**config.mk**
```make
export PLATFORM = sky130hd
export DESIGN_NAME = sparse_kernel_decoder
export DESIGN_NICKNAME = d
export VERILOG_FILES = /design/src/rtl/sparse_kernel_decoder_pkg.sv /design/src/rtl/sparse_kernel_decoder_next_set_bit.sv /design/src/rtl/sparse_kernel_decoder.sv
export SDC_FILE = /design/constraint.sdc
export NUM_CORES = 1
export LEC_CHECK = 0
export CORE_AREA = 2 2 153 155
export CTS_CLUSTER_SIZE = 40
export DETAILED_ROUTE_END_ITERATION = 12
export DIE_AREA = 0 0 155 157
export GPL_ROUTABILITY_DRIVEN = 0
export GPL_TIMING_DRIVEN = 0
export MAX_ROUTING_LAYER = met4
export PLACE_DENSITY = 0.53
export RECOVER_POWER = 50
export SLEW_MARGIN = 25
export SYNTH_ARGS = -nofsm -noshare
export SYNTH_HDL_FRONTEND = slang
export SYNTH_SLANG_ARGS = --single-unit
```
**constraint.sdc**
```tcl
create_clock -name clk -period 6.1 [get_ports clk]
set_clock_uncertainty 0.2 [all_clocks]
set_input_delay 1.22 -clock clk [delete_from_list [all_inputs] [get_ports clk]]
set_output_delay 1.22 -clock clk [all_outputs]
set_load 0.01 [all_outputs]
```
**src/rtl/sparse_kernel_decoder_pkg.sv**
```systemverilog
// Shared definitions for the sparse kernel decoder.
//   state_t        : controller states (IDLE, LOAD, READY)
//   clog2          : ceiling log2, minimum 1, for sizing pointers
//   popcount       : number of set bits in a mask of up to 64 bits
//   bit_row/bit_col: kernel slot -> (row, col) for constant lookup tables
//   row_mask       : all slots belonging to one kernel row
//   after_in_row   : slots to the right of a given slot in the same row
package sparse_kernel_decoder_pkg;

    typedef enum logic [1:0] {
        ST_IDLE  = 2'd0,
        ST_LOAD  = 2'd1,
        ST_READY = 2'd2
    } state_t;

    localparam int MAX_BITS = 64;

    function automatic int clog2(input int value);
        int result;
        int rem;
        result = 0;
        rem    = value - 1;
        while (rem > 0) begin
            result = result + 1;
            rem    = rem >> 1;
        end
        return (result == 0) ? 1 : result;
    endfunction

    function automatic int popcount(input logic [MAX_BITS-1:0] mask);
        int count;
        count = 0;
        for (int i = 0; i < MAX_BITS; i++) begin
            if (mask[i]) count = count + 1;
        end
        return count;
    endfunction

    function automatic int bit_row(input int bit_idx, input int k);
        return bit_idx / k;
    endfunction

    function automatic int bit_col(input int bit_idx, input int k);
        return bit_idx % k;
    endfunction

    function automatic logic [MAX_BITS-1:0] row_mask(input int row, input int k);
        logic [MAX_BITS-1:0] mask;
        mask = '0;
        for (int j = 0; j < MAX_BITS; j++) begin
            if (j < k * k && (j / k) == row) mask[j] = 1'b1;
        end
        return mask;
    endfunction

    function automatic logic [MAX_BITS-1:0] after_in_row(input int bit_idx, input int k);
        logic [MAX_BITS-1:0] mask;
        mask = '0;
        for (int j = 0; j < MAX_BITS; j++) begin
            if (j > bit_idx && j < k * k && (j / k) == (bit_idx / k)) mask[j] = 1'b1;
        end
        return mask;
    endfunction

endpackage

```
**src/rtl/sparse_kernel_decoder_next_set_bit.sv**
```systemverilog
// Combinational next-set-bit finder.
//   mask  : N-bit significance mask
//   start : first index allowed (may equal N, meaning "past the end")
//   idx   : lowest set index >= start (0 when none)
//   found : a set index >= start exists
module sparse_kernel_decoder_next_set_bit
    import sparse_kernel_decoder_pkg::*;
#(
    parameter int N  = 9,
    parameter int PW = 4
) (
    input  logic [N-1:0]  mask,
    input  logic [PW-1:0] start,
    output logic [PW-1:0] idx,
    output logic          found
);

    // Scan from the top down so the last hit is the lowest qualifying index.
    always_comb begin
        idx   = '0;
        found = 1'b0;
        for (int i = N - 1; i >= 0; i--) begin
            if (mask[i] && (i >= int'(start))) begin
                idx   = PW'(i);
                found = 1'b1;
            end
        end
    end

endmodule

```
**src/rtl/sparse_kernel_decoder.sv**
```systemverilog
// Sparse kernel decoder: weight front-end for the PE array.
// Accepts a KxK kernel as bitmap + compressed nonzero weights (sparse) or as
// K*K raw weights (dense), rebuilds it in parallel_out and replays nonzero
// (row, col, weight) triples on demand until the kernel is released.
//   clk, reset (async, active-low)
//   flag_valid/flag_ready/flag_data/mode : bitmap handshake, mode 1 = sparse
//   wei_valid/wei_ready/wei_data         : weight stream, row-major set bits
//   kernel_ready, kernel_nnz, parallel_out : rebuilt kernel
//   out_req -> out_valid, out_weight, out_row, out_col,
//              row_nnz, row_last, kernel_last : triple replay, 1-cycle latency
//   kernel_release : consumer done, discard kernel ("release" is a reserved
//                    word in SystemVerilog, hence the longer name)
module sparse_kernel_decoder
    import sparse_kernel_decoder_pkg::*;
#(
    parameter int DATA_WIDTH = 8,
    parameter int K          = 3,
    parameter int IDX_WIDTH  = 2,
    parameter int CNT_WIDTH  = 4
) (
    input  logic                      clk,
    input  logic                      reset,
    input  logic                      mode,
    input  logic                      flag_valid,
    output logic                      flag_ready,
    input  logic [K*K-1:0]            flag_data,
    input  logic                      wei_valid,
    output logic                      wei_ready,
    input  logic [DATA_WIDTH-1:0]     wei_data,
    output logic                      kernel_ready,
    output logic [CNT_WIDTH-1:0]      kernel_nnz,
    output logic [DATA_WIDTH*K*K-1:0] parallel_out,
    input  logic                      out_req,
    output logic                      out_valid,
    output logic [DATA_WIDTH-1:0]     out_weight,
    output logic [IDX_WIDTH-1:0]      out_row,
    output logic [IDX_WIDTH-1:0]      out_col,
    output logic [CNT_WIDTH-1:0]      row_nnz,
    output logic                      row_last,
    output logic                      kernel_last,
    input  logic                      kernel_release
);

    localparam int N  = K * K;
    localparam int PW = clog2(N + 1);   // pointer may sit one past the last slot
    localparam int SW = clog2(N);       // slot address width
    localparam logic [CNT_WIDTH-1:0] CNT_ONE = CNT_WIDTH'(1);
    localparam logic [PW-1:0]        PTR_ONE = PW'(1);

    state_t state, state_next;

    logic [N-1:0]            bitmap;
    logic [DATA_WIDTH-1:0]   slots [N];
    logic [PW-1:0]           load_ptr, emit_ptr;
    logic [PW-1:0]           load_idx, emit_idx;
    logic                    load_found, emit_found;
    logic [CNT_WIDTH-1:0]    load_cnt, emit_cnt;

    // Constant slot -> row/col tables and row masks; no runtime divider.
    logic [IDX_WIDTH-1:0]    row_lut   [N];
    logic [IDX_WIDTH-1:0]    col_lut   [N];
    logic [N-1:0]            after_lut [N];
    logic [N-1:0]            row_masks [K];

    for (genvar i = 0; i < N; i++) begin : g_slot
        localparam int              ROW_I   = bit_row(i, K);
        localparam int              COL_I   = bit_col(i, K);
        localparam logic [63:0]     AFTER_I = after_in_row(i, K);
        assign row_lut[i]   = IDX_WIDTH'(ROW_I);
        assign col_lut[i]   = IDX_WIDTH'(COL_I);
        assign after_lut[i] = AFTER_I[N-1:0];
        assign parallel_out[i*DATA_WIDTH +: DATA_WIDTH] = slots[i];
    end

    for (genvar r = 0; r < K; r++) begin : g_row
        localparam logic [63:0] ROW_M = row_mask(r, K);
        assign row_masks[r] = ROW_M[N-1:0];
    end

    sparse_kernel_decoder_next_set_bit #(.N(N), .PW(PW)) u_load_finder (
        .mask  (bitmap),
        .start (load_ptr),
        .idx   (load_idx),
        .found (load_found)
    );

    sparse_kernel_decoder_next_set_bit #(.N(N), .PW(PW)) u_emit_finder (
        .mask  (bitmap),
        .start (emit_ptr),
        .idx   (emit_idx),
        .found (emit_found)
    );

    // Dense mode treats every slot as significant.
    logic [N-1:0]         flag_mask;
    logic [CNT_WIDTH-1:0] flag_nnz;
    assign flag_mask = mode ? flag_data : {N{1'b1}};
    assign flag_nnz  = CNT_WIDTH'(popcount(64'(flag_mask)));

    logic flag_fire, wei_fire, rel_fire, req_fire, load_done;
    assign flag_fire = flag_valid && (state == ST_IDLE);
    assign wei_fire  = wei_valid && (state == ST_LOAD);
    assign rel_fire  = kernel_release && (state == ST_READY);
    // Release wins over a simultaneous request; an empty kernel never emits.
    assign req_fire  = out_req && (state == ST_READY) && !kernel_release && emit_found;
    assign load_done = wei_fire && ((load_cnt + CNT_ONE) == kernel_nnz);

    logic [IDX_WIDTH-1:0] emit_row;
    logic [CNT_WIDTH-1:0] emit_row_nnz;
    logic                 emit_row_last, emit_kernel_last;
    assign emit_row         = row_lut[emit_idx[SW-1:0]];
    assign emit_row_nnz     = CNT_WIDTH'(popcount(64'(bitmap & row_masks[emit_row])));
    assign emit_row_last    = ~|(bitmap & after_lut[emit_idx[SW-1:0]]);
    assign emit_kernel_last = (emit_cnt + CNT_ONE) == kernel_nnz;

    always_ff @(posedge clk or negedge reset) begin
        if (!reset) state <= ST_IDLE;
        else        state <= state_next;
    end

    always_comb begin
        state_next   = state;
        flag_ready   = 1'b0;
        wei_ready    = 1'b0;
        kernel_ready = 1'b0;
        case (state)
            ST_IDLE: begin
                flag_ready = 1'b1;
                if (flag_valid) state_next = (flag_nnz == '0) ? ST_READY : ST_LOAD;
            end
            ST_LOAD: begin
                wei_ready = 1'b1;
                if (load_done) state_next = ST_READY;
            end
            ST_READY: begin
                kernel_ready = 1'b1;
                if (kernel_release) state_next = ST_IDLE;
            end
            default: state_next = ST_IDLE;
        endcase
    end

    always_ff @(posedge clk or negedge reset) begin
        if (!reset) begin
            bitmap      <= '0;
            kernel_nnz  <= '0;
            load_ptr    <= '0;
            load_cnt    <= '0;
            emit_ptr    <= '0;
            emit_cnt    <= '0;
            out_valid   <= 1'b0;
            out_weight  <= '0;
            out_row     <= '0;
            out_col     <= '0;
            row_nnz     <= '0;
            row_last    <= 1'b0;
            kernel_last <= 1'b0;
            for (int i = 0; i < N; i++) slots[i] <= '0;
        end else begin
            out_valid <= 1'b0;

            if (flag_fire) begin
                bitmap     <= flag_mask;
                kernel_nnz <= flag_nnz;
                load_ptr   <= '0;
                load_cnt   <= '0;
                emit_ptr   <= '0;
                emit_cnt   <= '0;
                for (int i = 0; i < N; i++) slots[i] <= '0;
            end

            if (wei_fire && load_found) begin
                slots[load_idx[SW-1:0]] <= wei_data;
                load_ptr                <= load_idx + PTR_ONE;
                load_cnt                <= load_cnt + CNT_ONE;
            end

            if (rel_fire) begin
                bitmap     <= '0;
                kernel_nnz <= '0;
                load_ptr   <= '0;
                load_cnt   <= '0;
                emit_ptr   <= '0;
                emit_cnt   <= '0;
                for (int i = 0; i < N; i++) slots[i] <= '0;
            end

            if (req_fire) begin
                out_valid   <= 1'b1;
                out_weight  <= slots[emit_idx[SW-1:0]];
                out_row     <= emit_row;
                out_col     <= col_lut[emit_idx[SW-1:0]];
                row_nnz     <= emit_row_nnz;
                row_last    <= emit_row_last;
                kernel_last <= emit_kernel_last;
                // Wrap to the first set bit so the kernel can be replayed.
                if (emit_kernel_last) begin
                    emit_ptr <= '0;
                    emit_cnt <= '0;
                end else begin
                    emit_ptr <= emit_idx + PTR_ONE;
                    emit_cnt <= emit_cnt + CNT_ONE;
                end
            end
        end
    end

endmodule

```
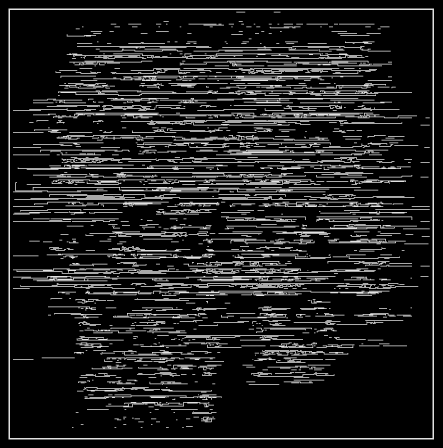
**Above:** run 1 (the metal 1 layer).
share of all routed wire	49%
nets with wire on the layer	1007

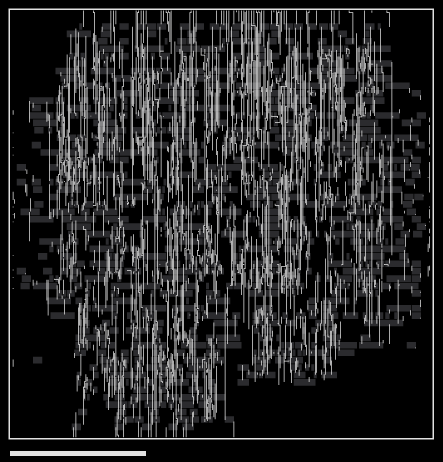
**Above:** run 1 (the metal 2 layer).
Bar = 50 um.
longest straight run	70.7 um
wire length on this layer	11300 um
share of all routed wire	46%
main direction	vertical
nets with wire on the layer	875

==> job_summary.md, run 1 <==
### Metrics collected by this job

| Metric | Value |
|---|---|
| Slowest cell delay on critical path | `between 0.3 and 0.4 ns` |
| Met3 demand-to-capacity share in global routing | `3.111%` |
| Synth area leader | `sky130_fd_sc_hd__dfrtp_1` |
| Max-capacitance violation count | `2` |
| CTS Sinks | `around 120` |
| Failing checks | `max-capacitance violations, max-slew violations` |
| Fin. Hold Viols | `0` |
| Number of diodes added for antenna fixing | `0` |
| Simple-gate area share of the yosys netlist | `roughly a fifth` |
| Flip-flop and latch count after synthesis | `122` |
| Shortest period the worst path allows | `5.825 ns` |
| Total number of warnings across the stage logs | `38` |
| Overall Global Routing Usage | `21.00%` |
| Endpoint arrival time on the critical path | `5.95 ns` |
| Parity-gate share of the synthesized area counting xor and xnor cells | `approximately 5.6%` |
| Worst Hold Launch | `out_weight[6]$_DFFE_PN0P_` |
| Synth Cell Area | `7841 um2` |
| Post-Route WL | `between 20000 and 25000 um` |
| Pins Over Slew Limit | `~130` |
| Critical Path Start | `mode` |
| Max stage delay cell, worst path | `sky130_fd_sc_hd__ha_1` |
| Largest fanout of any net on the critical path | `10` |
| YS chip area | `around 7800 um2` |
| Post-layout worst setup margin | `0.2753 ns` |
| Pre-Place Util | `34.85%` |
| First drt pass iteration count | `5` |
| Initial antenna violation count | `0` |
| Std cell rows | `55` |
| Number of global-route vias before repair | `roughly 6800` |
| Die width | `155 um` |
| Layout cell share with drive strength beyond 1 | `11.22%` |
| Setup Crit Path Kind | `in -> reg` |
| Area of the die | `24340 um2` |
| Area of the core region | `22500 um2` |
| Most frequent logic cell in the layout | `sky130_fd_sc_hd__nand2_1` |
| Element type at the critical path start | `input pin` |
| Number of CTS-inserted buffers | `17` |
| Post-synth EDFFs | `0` |
| Deepest level of the CTS H-tree | `4` |
| Routing usage on met2 | `about a third` |
| Total grt overflow | `0` |
| Post-synthesis sequential area ratio | `38.93%` |
| Met1 demand-to-capacity share in global routing | `between 20% and 30%` |
| Mean cell area of the mapped netlist | `8.713 um2` |
| Warning count from the yosys run | `0` |
| Post-synth ARST share | `100.0%` |
| Most frequent cell after synthesis | `sky130_fd_sc_hd__nand2_1` |
| Largest combinational cell category by area | `simple AND/OR/NAND/NOR gates` |
| Violation count after the first detailed-route iteration | `485` |
| Root buffer selected by CTS | `sky130_fd_sc_hd__clkbuf_16` |
| Clock insertion delay at the later pin of the skew report | `0.42 ns` |
| Final sum of negative setup slack | `0 ns` |
| First-pass GRT wire length | `38650 um` |
| Final setup viols | `0` |
| Routed Antenna Nets | `0` |
| Clock transition time at the flip-flop clock pins of the worst setup and hold paths | `0.06 ns` |
| DRC violation count after routing | `0` |
| Upper clock frequency limit | `171.7 MHz` |
| Top cells by count, synth | `sky130_fd_sc_hd__nand2_1 (148), sky130_fd_sc_hd__dfrtp_1 (122), sky130_fd_sc_hd__a21oi_1 (101)` |
| Share of Yosys cell area claimed by the top area cell type | `38.93%` |
| Setup WS pre-CTS | `-1.216 ns` |
| Setup slack of the worst register-to-register path | `between 0.3 and 0.4 ns` |
| Compound-cell area share of the yosys netlist | `17.70%` |
| Vertical die dimension | `157 um` |
| Number of distinct library cells after synthesis | `77` |
| Type of the tightest min-delay check | `reg -> reg` |
| Largest cells by area after synthesis | `sky130_fd_sc_hd__dfrtp_1 (39%), sky130_fd_sc_hd__mux2i_1 (7.8%), sky130_fd_sc_hd__nand2_1 (7.1%)` |
| HPWL after DPL | `18070 um` |
| Run status | `finished with violations` |
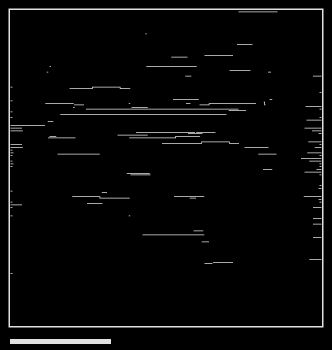
**Above:** run 1 (the metal 3 layer).
Bar = 50 um.
wire length on this layer	854 um
longest straight run	82.3 um
nets with wire on the layer	89
main direction	horizontal

## run 1: cell type report
cell class | instances | area [um2] | area share [%]
clock inverter | 11 | 193.9 | 1.884
sequential | 122 | 3057 | 29.69
buffer | 54 | 256.5 | 2.491
tap | 285 | 356.6 | 3.464
inverter | 23 | 88.84 | 0.8629
multi-input combinational | 698 | 4618 | 44.86
timing repair buffer | 132 | 1274 | 12.37
clock buffer | 21 | 450.4 | 4.375
## run 1: worst paths after layout
check / to / cells after the start
worst min-delay path: out_weight[6]$_DFFE_PN0P_ / 2
max in group asynchronous: bitmap[5]$_DFFE_PN0P_ / 2
min in group asynchronous: parallel_out[20]$_DFF_PN0_ / 1
worst max register to register: row_nnz[1]$_DFFE_PN0P_ / 24
worst max-delay path: state[1]$_DFFE_PN0P_ / 30
worst min register to register: out_weight[6]$_DFFE_PN0P_ / 2
## run 1: what timing repair did
action	4_1_cts	5_1_grt
hold buffers	0	0
resized	18	32
setup buffers	2	16
pin swaps	1	15
setup endpoints to repair	8	6
## run 1: critical path, delay by kind of cell
kind | cells | cell delay, ns
AND-OR/OR-AND | 9 | 1.17
adder cells (fa/ha/maj) | 7 | 1.95
buffers and inverters | 4 | 0.37
multiplexers | 2 | 0.41
AND/OR/NAND/NOR | 8 | 0.82
## run 1: cells by family after synthesis
family | Yosys count
buffers and inverters | 80
DFF | 122
adders and majority gates | 28
AOI/OAI and AO/OA | 222
and+or+nand+nor | 343
xor gates and xnor gates | 40
muxes | 65
## run 1: state kept, by name (all words and copies together), names as in the netlist
signal / cells
parallel_out: 72
bitmap: 9
out_weight: 8
emit_cnt: 4
emit_ptr: 4
kernel_nnz: 4
load_cnt: 4
load_ptr: 4
row_nnz: 4
out_col: 2
out_row: 2
state: 2
kernel_last: 1
out_valid: 1
row_last: 1
## run 1: per-stage QoR
stage,utilization [%],std cells
final,45.75,1346
after global routing,45.75,1346
after CTS,44.84,1331
after detailed placement,41.71,1299
after global placement,41.55,1298
after floorplan,-,900
## run 1: layer usage
| layer | routed length (um) | part of all wire (%) |
|---|---|---|
| met1 | 12250 | 49 |
| met2 | 11330 | 46 |
| met3 | 854 | 3.5 |
| met4 | 314 | 1.3 |
| met5 | 0 | 0 |
**Run 1: M4 wires**

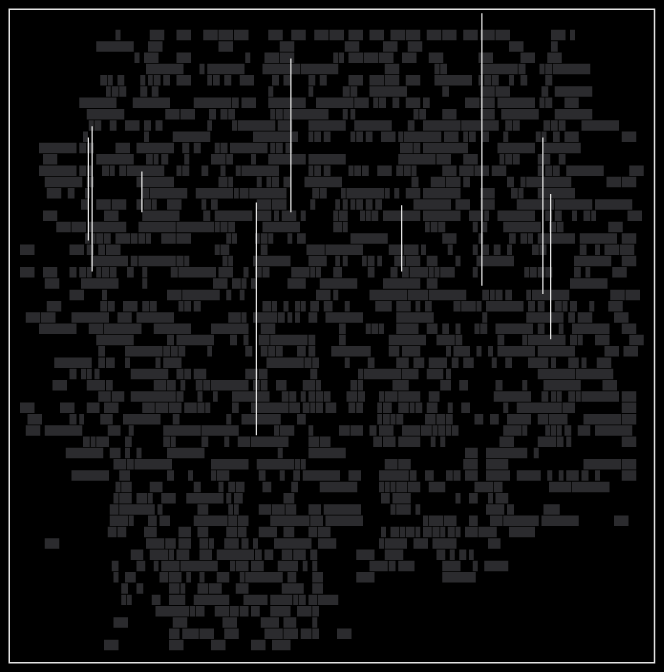

==> run 1 -> run 2 <==
--- a/config.mk
+++ b/config.mk
@@ -14,7 +14,7 @@
 export MAX_ROUTING_LAYER = met4
 export PLACE_DENSITY = 0.53
 export RECOVER_POWER = 50
-export SLEW_MARGIN = 25
+export SLEW_MARGIN = 10
 export SYNTH_ARGS = -nofsm -noshare
 export SYNTH_HDL_FRONTEND = slang
 export SYNTH_SLANG_ARGS = --single-unit
==> constraint.sdc (replaced) <==
create_clock -name clk -period 6.1 [get_ports clk]
set_clock_uncertainty 0.2 [all_clocks]
set_input_delay 1.22 -clock clk [delete_from_list [all_inputs] [get_ports clk]]
set_output_delay 1.22 -clock clk [all_outputs]
set_load 0.1 [all_outputs]
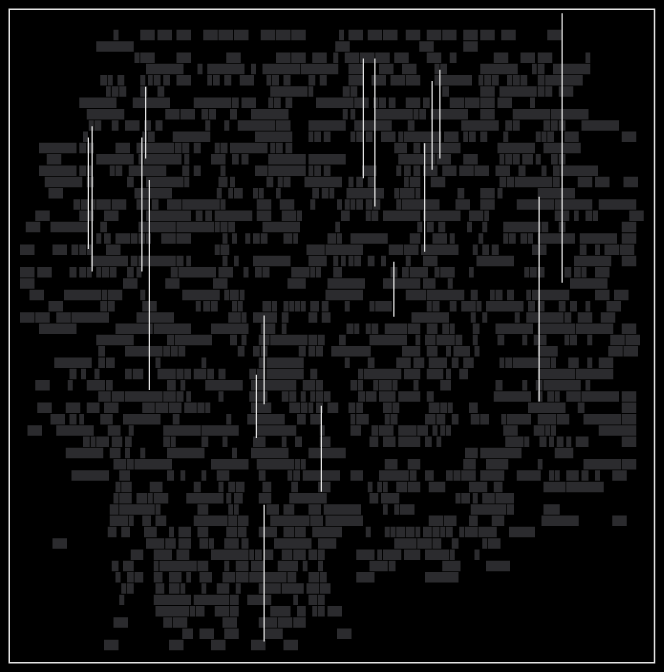
**Above:** run 2 (M4 wires).
share of all routed wire	2.1%
wire length on this layer	508 um
main direction	vertical
nets with wire on the layer	14
longest straight run	64.6 um

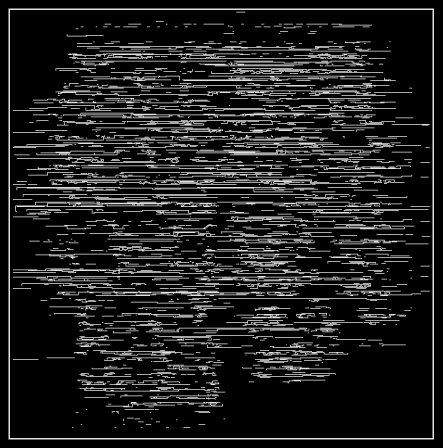
**Above:** run 2 (the metal 1 layer).
wire length on this layer	12000 um
main direction	horizontal
share of all routed wire	49%
longest straight run	78.7 um

==> run 2 against run 1 <==
The flow still finishes with violations (max-capacitance violations, max-slew violations). Setup slack lost 0.055 ns. First-iteration DRC count is 3.5% lower. Maximum frequency down 0.93%. Global-route usage down 0.19 points. Synthesized cell count stayed put. Register-to-register slack worse by 0.02 ns. Non-clock buffer count is 2 lower. Flip-flop count is the same. Utilization fell by 0.30 points. Routed wire length down 0.44%. Largest cell class unchanged. Critical path type unchanged.
==> job_summary.md, run 2 <==
### Metrics collected by this job

| Metric | Value |
|---|---|
| Utilization after layout | `45.45% (-0.30 points)` |
| Run status | `finished with violations` |
| # hold bufs at CTS | `0 (unchanged)` |
| Slowest cell delay on critical path | `0.50 ns (+0.14 ns)` |
| YS chip area | `7841 um2 (unchanged)` |
| Die width | `155 um (unchanged)` |
| Max-capacitance violation count | `2 (unchanged)` |
| Violation count after the first detailed-route iteration | `468 (-3.5%)` |
| Pins Over Slew Limit | `125 (unchanged)` |
| Wire length on met2 | `11140 um (-1.7%)` |
| Clock transition time at the flip-flop clock pins of the worst setup and hold paths | `0.06 ns (about the same)` |
| Worst Hold Launch | `out_weight[6]$_DFFE_PN0P_` |
| Fin. Hold Viols | `0 (unchanged)` |
| Area of the die | `24340 um2 (unchanged)` |
| Total number of warnings across the stage logs | `39 (+2.6%)` |
| Flip-flop and latch count after synthesis | `122 (unchanged)` |
| Deepest level of the CTS H-tree | `4 (unchanged)` |
| Final sum of negative setup slack | `0 ns (unchanged)` |
| Post-synth EDFFs | `0 (unchanged)` |
| Total grt overflow | `0 (unchanged)` |
| Top cells by count, synth | `sky130_fd_sc_hd__nand2_1 (148), sky130_fd_sc_hd__dfrtp_1 (122), sky130_fd_sc_hd__a21oi_1 (101)` |
| Failing checks | `max-capacitance violations, max-slew violations` |
| Buffers & Inverters on Critical Path | `2 (-2)` |
| CTS Sinks | `122 (unchanged)` |
| Shortest period the worst path allows | `5.879 ns (+0.05467 ns)` |
| Routed wl met3 | `1022 um (+20%)` |
| Routed Antenna Nets | `0 (unchanged)` |
| Area of the core region | `22500 um2 (unchanged)` |
| First-pass GRT wire length | `38350 um (-0.77%)` |
| Overall Global Routing Usage | `20.81% (-0.19 points)` |
| Most frequent logic cell in the layout | `sky130_fd_sc_hd__nand2_1` |
| Max reg flops | `72 (unchanged)` |
| Post-synthesis sequential area ratio | `38.93% (unchanged)` |
| Number of global-route vias before repair | `6795 (+0.67%)` |
| Post-layout worst setup margin | `0.2206 ns (-0.05467 ns)` |
| Seq. cell area | `3057 um2 (unchanged)` |
| Initial antenna violation count | `0 (unchanged)` |
| Share of Yosys cell area claimed by the top area cell type | `38.93% (unchanged)` |
| Setup WS pre-CTS | `-1.221 ns (-0.004270 ns)` |
| First drt pass iteration count | `5 (unchanged)` |
| Combinational cell area excluding buffers and inverters | `4611 um2 (-0.16%)` |
| Synth Cell Area | `7841 um2 (unchanged)` |
[run 2: netlist changes by cell type in the layout (fill, tap and decap cells not counted), sizes merged]
cell	change
buf	-3
clkbuf	-1
clkinv	-1
dlymetal6s2s	-1
inv	+4
dlygate4sd3	-32
clkdlybuf4s50	+33
bufinv	-3
clkinvlp	+2
[run 2: worst max path at each step]
stage / start / to / slack, ns / depth (start not counted)
6_report: flag_data[2] / state[1]$_DFFE_PN0P_ / 0.22 / 27
4_1_cts: mode / state[1]$_DFFE_PN0P_ / -0.04 / 30
2_1_floorplan: mode / state[1]$_DFFE_PN0P_ / 0.05 / 27
5_1_grt: flag_data[2] / state[1]$_DFFE_PN0P_ / -0.05 / 27
3_5_place_dp: mode / state[1]$_DFFE_PN0P_ / -1.22 / 28
3_3_place_gp: reset / kernel_nnz[1]$_DFFE_PN0P_ / -1.57 / 1
[run 2: layout make-up]
cell class	instances	share of cell area, %
timing repair buffer	130	12.37
tap	285	3.487
buffer	54	2.496
sequential	122	29.89
multi-input combinational	698	45.08
clock buffer	19	4.429
clock inverter	13	1.382
inverter	23	0.8686
[run 2: cell families after synthesis]
group / synth area share (%)
AND/OR/NAND/NOR: 20.63
AND-OR/OR-AND: 17.70
flip-flops: 38.93
buffers and inverters: 4.228
multiplexers: 8.409
XOR/XNOR: 5.633
adder cells (fa/ha/maj): 4.468
[run 2: worst register-to-register path, stage by stage, from the launching register on]
cell and delay (ns):
sky130_fd_sc_hd__dfrtp_1 0.51, sky130_fd_sc_hd__a21boi_2 0.28, sky130_fd_sc_hd__o21a_4 0.19, sky130_fd_sc_hd__a21o_1 0.09, sky130_fd_sc_hd__and2_2 0.25, sky130_fd_sc_hd__buf_4 0.28
sky130_fd_sc_hd__ha_2 0.28, sky130_fd_sc_hd__inv_1 0.09, sky130_fd_sc_hd__and3_1 0.21, sky130_fd_sc_hd__ha_2 0.40, sky130_fd_sc_hd__inv_1 0.09, sky130_fd_sc_hd__a31oi_2 0.21
sky130_fd_sc_hd__nor2_1 0.11, sky130_fd_sc_hd__inv_1 0.07, sky130_fd_sc_hd__ha_1 0.24, sky130_fd_sc_hd__xnor3_1 0.37, sky130_fd_sc_hd__o32ai_2 0.19, sky130_fd_sc_hd__nor2_1 0.13
sky130_fd_sc_hd__mux2_4 0.30, sky130_fd_sc_hd__ha_1 0.30, sky130_fd_sc_hd__nor3_2 0.22, sky130_fd_sc_hd__nor2_1 0.08, sky130_fd_sc_hd__ha_1 0.29, sky130_fd_sc_hd__a21oi_1 0.14
sky130_fd_sc_hd__a2bb2oi_1 0.09
[run 2: repair_timing]
action / in CTS / in global routing
buffers inserted: 2 / 14
resized: 17 / 32
endpoints found under the setup margin: 8 / 6
pin swaps: 1 / 13
[run 2: routing by layer]
metal,GRT usage (%),up-vias
met2,30.96,196
li1,-,3456
met3,2.726,40
met5,-,-
met4,6.349,0
met1,29.53,3460
**Run 2: the metal 3 layer**

Bar = 50 um.
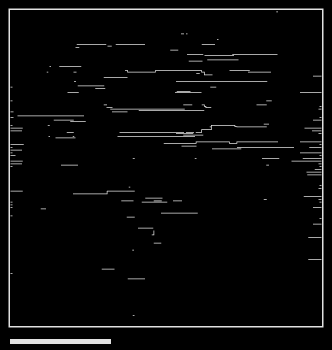

==> run 2 -> run 3 <==
--- a/config.mk
+++ b/config.mk
@@ -5,15 +5,16 @@
 export SDC_FILE = /design/constraint.sdc
 export NUM_CORES = 1
 export LEC_CHECK = 0
-export CORE_AREA = 2 2 153 155
+export CORE_AREA = 2 2 144 146
 export CTS_CLUSTER_SIZE = 40
 export DETAILED_ROUTE_END_ITERATION = 12
-export DIE_AREA = 0 0 155 157
+export DIE_AREA = 0 0 146 148
 export GPL_ROUTABILITY_DRIVEN = 0
 export GPL_TIMING_DRIVEN = 0
 export MAX_ROUTING_LAYER = met4
-export PLACE_DENSITY = 0.53
+export PLACE_DENSITY = 0.59
 export RECOVER_POWER = 50
+export SKIP_CTS_REPAIR_TIMING = 1
 export SLEW_MARGIN = 10
 export SYNTH_ARGS = -nofsm -noshare
 export SYNTH_HDL_FRONTEND = slang
==> constraint.sdc (replaced) <==
create_clock -name clk -period 6.1 [get_ports clk]
set_clock_uncertainty 0.2 [all_clocks]
set_input_delay 0.915 -clock clk [delete_from_list [all_inputs] [get_ports clk]]
set_output_delay 0.915 -clock clk [all_outputs]
set_load 0.1 [all_outputs]
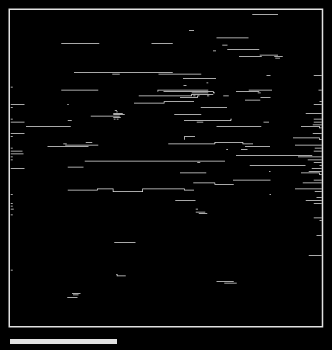
**Above:** run 3 (the metal 3 layer).
Bar = 50 um.
total vias in the final route: 7112
met3 demand-to-capacity share in global routing: 3.364%
Post-Route WL: 23870 um

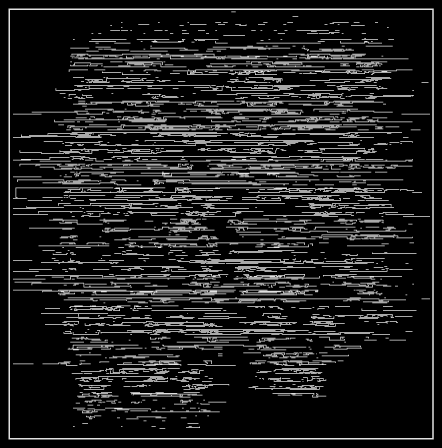
**Above:** run 3 (the metal 1 layer).
wire length on this layer	11300 um
share of all routed wire	47%
nets with wire on the layer	991

==> run 3 against run 2 <==
The run still ends with max-capacitance violations, max-slew violations left. Register-to-register slack is essentially flat. Setup slack improved by 0.15 ns. Critical path type is now reg -> reg.
==> job_summary.md, run 3 <==
### Metrics collected by this job

| Metric | Value |
|---|---|
| Setup slack of the worst register-to-register path | `about 0.37 ns` |
| Measured slew at the worst slew-check pin | `2.161 ns` |
| Post-synthesis sequential area ratio | `38.93% (unchanged)` |
| CP Data Required Time | `6.20 ns` |
| Endpoint arrival time on the critical path | `5.83 ns` |
| Crit end category | `flip-flop` |
| Post-synth ARST share | `100.0%` |
| Upper clock frequency limit | `174.4 MHz` |
| Layout cell share with drive strength beyond 1 | `9.990%` |
| Max reg flops | `72 (unchanged)` |
| Via-to-Cell Ratio | `about 5.4` |
| Cell total in the yosys stat output | `900` |
| Pins Over Slew Limit | `135 (+8.0%)` |
| Slew Limit Headroom | `-44.08%` |
| First drt pass iteration count | `5 (unchanged)` |
| Type of the tightest min-delay check | `reg -> reg` |
| Area of the core region | `20040 um2 (-11%)` |
| Failing checks | `max-capacitance violations, max-slew violations` |
| Most frequent cell after synthesis | `sky130_fd_sc_hd__nand2_1` |
| Root buffer selected by CTS | `sky130_fd_sc_hd__clkbuf_16` |
| Violation count after the first detailed-route iteration | `397 (-15%)` |
| Post-synth EDFFs | `0 (unchanged)` |
| Overall Global Routing Usage | `22.68% (+1.9 points)` |
| Vertical die dimension | `between 100 and 150 um` |
| CTS Sinks | `122 (unchanged)` |
| Pre-Place Util | `39.13%` |
| HPWL after DPL | `17300 um` |
| Setup WS pre-CTS | `-1.129 ns (+0.09176 ns)` |
| Number of buffers on the longest clock path | `2` |
| Deepest level of the CTS H-tree | `4 (unchanged)` |
| Setup Crit Path Kind | `reg -> reg` |
| Most frequent logic cell in the layout | `sky130_fd_sc_hd__nand2_1` |
| Routed Antenna Nets | `0 (unchanged)` |
| Critical Path Start | `bitmap[2]$_DFFE_PN0P_` |
| TritonCTS clock tree | `yes` |
| Startpoint of the worst-slack reg-to-reg timing path | `bitmap[2]$_DFFE_PN0P_` |
| Total number of warnings across the stage logs | `37 (-5.1%)` |
| Utilization after layout | `50.59% (+5.1 points)` |
| Synth Cell Area | `7841 um2 (unchanged)` |
| Top cells by count, synth | `sky130_fd_sc_hd__nand2_1 (148), sky130_fd_sc_hd__dfrtp_1 (122), sky130_fd_sc_hd__a21oi_1 (101)` |
| Total cell area at the placement stage | `9339 um2` |
| Final-layout worst hold slack | `0.2684 ns` |
| Clock insertion delay at the later pin of the skew report | `~0.42 ns` |
| Most frequently placed logic cells in the final layout | `sky130_fd_sc_hd__nand2_1 (147), sky130_fd_sc_hd__dfrtp_1 (119), sky130_fd_sc_hd__a21oi_1 (101)` |
| Floorplan Nets | `952` |
| Die width | `146 um (-5.8%)` |
| Final setup viols | `0` |
| Std cell rows | `52` |
| DRC violation count after routing | `0` |
| Mean cell area of the mapped netlist | `between 8 and 9 um2` |
| YS chip area | `7841 um2 (unchanged)` |
| Number of top-level pins | `between 100 and 150` |
| Post-layout worst setup margin | `0.3663 ns (+0.1457 ns)` |
| Max-capacitance violation count | `3 (+1)` |
| Largest cells by area after synthesis | `sky130_fd_sc_hd__dfrtp_1 (39%), sky130_fd_sc_hd__mux2i_1 (7.8%), sky130_fd_sc_hd__nand2_1 (7.1%)` |
| Most common reg cell | `sky130_fd_sc_hd__dfrtp_1` |
| Fin. Hold Viols | `0 (unchanged)` |
| Run status | `finished with violations` |
| Area of the die | `21610 um2 (-11%)` |
| Total grt overflow | `0 (unchanged)` |
| Number of global-route vias before repair | `6983 (+2.8%)` |
| Share of Yosys cell area claimed by the top area cell type | `38.93% (unchanged)` |
| Maximum number of pins on one net before global-route repair | `85` |
| Worst Hold Launch | `out_weight[5]$_DFFE_PN0P_` |
| Shortest period the worst path allows | `5.734 ns (-0.1457 ns)` |
| Number of CTS-inserted buffers | `17` |
| First-pass GRT wire length | `37610 um (-1.9%)` |
| Initial antenna violation count | `0 (unchanged)` |
| Flip-flop and latch count after synthesis | `122 (unchanged)` |
| Largest fanout of any net on the critical path | `11` |
| Clock transition time at the flip-flop clock pins of the worst setup and hold paths | `0.06 ns (about the same)` |
run 3: worst paths after layout:
| path | to | depth (start not counted) |
|---|---|---|
| min in group asynchronous | parallel_out[18]$_DFF_PN0_ | 1 |
| max in group asynchronous | bitmap[5]$_DFFE_PN0P_ | 2 |
| worst min register to register | out_weight[5]$_DFFE_PN0P_ | 2 |
| worst min-delay path | out_weight[5]$_DFFE_PN0P_ | 2 |
| worst max register to register | row_nnz[1]$_DFFE_PN0P_ | 24 |
| worst max-delay path | row_nnz[1]$_DFFE_PN0P_ | 24 |
run 3: cells by family (layout without fill, tap and decap cells):
family,after synthesis,in the layout,share of synthesized area (%)
AND-OR/OR-AND,222,222,17.70
XOR/XNOR,40,40,5.633
adder cells (fa/ha/maj),28,28,4.468
buffers and inverters,80,231,4.228
flip-flops,122,122,38.93
multiplexers,65,65,8.409
AND/OR/NAND/NOR,343,343,20.63
run 3: stage by stage:
stage	std cells	TNS, ns
after floorplan	900	0
after global routing	1321	-0.02150
after detailed placement	1284	-4.693
final	1321	0
after global placement	1283	-135.93
after CTS	1316	-2.733
run 3: layout make-up:
cell class                 count  area [um2]
tap                          270       337.8
inverter                      23       86.33
clock buffer                  22       474.2
sequential                   122        3057
fill                        2022        9902
buffer                        55       250.2
clock inverter                10       141.4
multi-input combinational    698        4613
timing repair buffer         121        1177
run 3: worst max-delay path, stage by stage (launching register included):
cell	delay, ns
sky130_fd_sc_hd__dfrtp_1	0.53
sky130_fd_sc_hd__a21boi_2	0.28
sky130_fd_sc_hd__o21a_4	0.19
sky130_fd_sc_hd__a21o_1	0.08
sky130_fd_sc_hd__and2_1	0.30
sky130_fd_sc_hd__buf_4	0.33
sky130_fd_sc_hd__ha_4	0.20
sky130_fd_sc_hd__inv_1	0.07
sky130_fd_sc_hd__and3_1	0.20
sky130_fd_sc_hd__ha_2	0.40
sky130_fd_sc_hd__inv_1	0.10
sky130_fd_sc_hd__a31oi_2	0.21
sky130_fd_sc_hd__nor2_2	0.08
sky130_fd_sc_hd__inv_1	0.06
sky130_fd_sc_hd__ha_1	0.25
sky130_fd_sc_hd__xnor3_1	0.36
sky130_fd_sc_hd__o32ai_2	0.20
sky130_fd_sc_hd__nor2_1	0.13
sky130_fd_sc_hd__mux2_4	0.30
sky130_fd_sc_hd__ha_1	0.33
sky130_fd_sc_hd__nor3_4	0.21
sky130_fd_sc_hd__nor2_1	0.07
sky130_fd_sc_hd__ha_1	0.29
sky130_fd_sc_hd__a21oi_1	0.14
sky130_fd_sc_hd__a2bb2oi_1	0.08
run 3: metal layers:
layer | up-vias | GRT usage [%] | share of wire [%]
met3 | 33 | 3.364 | 4.6
li1 | 3430 | - | -
met2 | 194 | 35.00 | 46
met5 | - | - | 0
met4 | 0 | 6.214 | 1.5
met1 | 3455 | 31.35 | 47
